==> images/met1.png <==
Bar = 100 microns. Supply wires on this layer in grey.
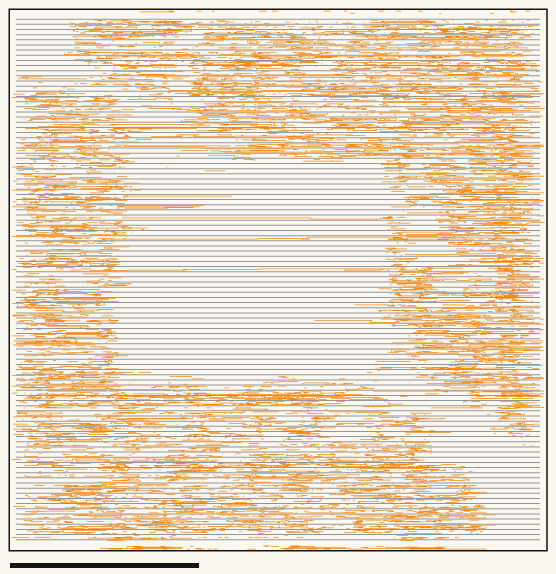
==> images/met2.png <==
Bar = 100 microns.
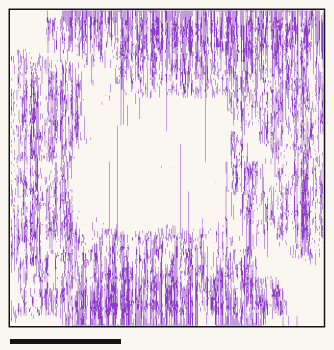
==> images/met3.png <==
Cells faint in the background.
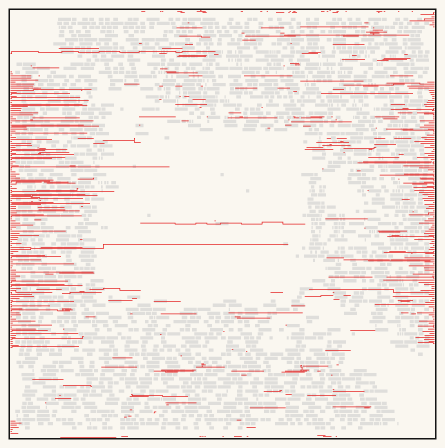
Design line_burst_adaptor, sky130hd; sources not shown.
==> changes_impl.md <==
### Changed

* Status: finished, final reports clean
* Crit. End Element: flop
* Pwr Total at around 0.0038 W
* GRT Util Overall at 0.205
* Clk sink count at a little over 600
* Reg2reg setup slack at 20.60 ns
* Top logic cells by instance count in the layout: 701 x clkdlybuf4s50_1, 609 x dfrtp_1, 283 x mux2_2
* Avg Inst Size Synth at around 15 sq um
* Cell count in the Yosys report at around 1700
* Latency at later pin at roughly 0.60 ns
* Period minus WS final at about 6 ns
* Seq pwr share at 0.405
* Comb area leader: multiplexers
* Layout cells sized above 1 at 0.207
* Top cells by count: 610 x dfrtp_1, 283 x mux2_2, 207 x a22o_1
* Fin Hold WS at about 0.42 ns
* Die Wd at around 280 microns
* Synth area leader: dfrtp_1
* Layout fillers at approximately 6700
* Mapped Area at between 0.02 and 0.025 sq mm
* Layout Utilization at 0.458
* Count leader, synth: dfrtp_1
* Largest net degree at the start of global routing at 131
* Placed Area at 0.0327 sq mm
* Pwr Density at 109 mW/mm^2
* CP Max Fanout at 83
* Fa+ha+maj area frac at 0.00504
* Via/cell ratio at roughly 5.2
* Synth unique cells at 36
* Drt initial violations at approximately 1100
* First drt pass iteration count at 7
* F_max at ~170 MHz
* Inst Count DP at about 3300
* Post-Synth XOR/XNOR Area at 0
* Worst-margin pin slew at between 1 and 1.5 ns
* DP Worst Slack at roughly 18 ns
* Placeable Area at between 0.07 and 0.08 sq mm
* Final-report hold violation count at 0
* Maximum buffer depth of the clock tree at 3
* Die area at 0.0807 sq mm
* GRT overflow at 0
* Clock network power share at 0.253
* Post-synth area hogs: dfrtp_1 62%, mux2_2 13%, a22o_1 7.3%, mux4_2 5.8%, a221o_1 2.6%
* CTS resizes at 0
* Yosys reg bits at 610
* Fin. max-slew vios at 0
* Cts-stage hold buffer count at 0
* CTS Root Cell: clkbuf_16
* FF+latch area at 0.0153 sq mm
* Tool warnings at between 40 and 50
* Worst min path class: flop to flop
* Fin cells at 3411
* H-Tree Depth at 3
* Hold path cells at 2
* Ys Warns at 0
* Comb group at roughly 0.0013 W
* Total net switching power at 0.00115 W
* CTS buffer count at between 70 and 80
* Peak supply drop at ~0.000061 V
* Initial antenna violation count at 13
* Post-DP HPWL at just under 60000 microns
* Postcts setup bufs at 0
* Gate Count Post-Synth at 1665
* Vias in the first global route at roughly 19000
* FF-to-FF path depth at 6
* Critical path arrival at approximately 6.5 ns
* Post-route cell area at roughly 0.035 sq mm
* Sequential power at 0.00153 W
* IO Count at 713
* Post-synth EDFFs at 0
* Die Y at about 290 microns
* Comb power frac at 0.342
* First-pass GRT wire length at about 130000 microns
* Worst Path Required at approximately 25 ns
* Yosys aoi share at 0.113
* YS chip area at between 0.02 and 0.025 sq mm
* Sw Ratio at 0.303
* Max-area cell share at 0.615
* Worst Slack Setup Final at 18.97 ns
* Primary FF master, synth: dfrtp_1
* Port bufs at 701
* RSZ-0062 raised after global routing: false
* Top cell excl fill/tap: clkdlybuf4s50_1
* Reg clk slew, reported paths at approximately 0.06 ns
* Power Clock at roughly 0.00096 W
* Startpoint Class: input port
* Crit Path Category: input port to flop
* Fin crit share at 0.241
* CTS tree: built
* Leakage power total at 14.3 nW
* Asr flop ratio synth at 1.00
* Site row count at just over 100
* Final number of setup-violating endpoints at 0
* Area grow syn2layout at 40.3%
* Init Core Util at 0.327
* Antenna viol nets, final at 0
* Pwr top: sequential cells
* Routability cong. at between 0.8 and 0.9
* Drt wl/cell at around 25 microns
* Final net count at 2688
* Total Neg Setup Slack at 0 ns
* Multiplexer share at 0.188
* MaxCap Viol Count at 0
* Internal power at 0.00263 W
* Synth Area in Simple Gates at 0.0468
* Rel. slew slack at 0.249
* Area of the multi-input gates at between 0.008 and 0.009 sq mm
* Synth Seq Share at 0.615
* DRC viols at 0
Back to the opening pictures, met1.png:
wire length on this layer = 32.6 mm
share of all routed wire = 38%
Routed Wire Length: 84600 microns
met1 Use GR: 0.247
via count: 17800

Back to the opening pictures, met2.png:
wire length on this layer = 41.5 mm
share of all routed wire = 49%
nets with wire on the layer = 2491
main direction = vertical
longest straight run = 109 microns
GR Util met2: 0.336

Back to the opening pictures, met3.png:
wire length on this layer = 6860 microns
main direction = horizontal
nets with wire on the layer = 394
share of all routed wire = 8.1%
M3 GR Usage: 0.0633

## critical path, cell delays in order
cell and delay (ns):
clkdlybuf4s50_1 0.74, and2_4 0.79, buf_4 0.85, buf_4 0.94, mux2_2 0.43
## metal layers
layer / GRT usage / part of all wire / vias to the layer above
met3: 0.0633 / 0.081 / 181
met4: 0.0958 / 0.044 / 4
met1: 0.247 / 0.38 / 9254
met2: 0.336 / 0.49 / 706
met5: 0 / 0.00041 / -
li1: - / - / 7609
## layout make-up
class / count / share of cell area
inverters: 8 / 0.00108
repair buffers: 729 / 0.208
clock buffers: 71 / 0.0510
well taps: 1030 / 0.0370
flip-flops and latches: 610 / 0.439
multi-input cells: 901 / 0.254
clock inverters: 51 / 0.00938
diodes: 11 / 0.000791
Power figures rest on the tool's default switching activity, not on a simulated workload.
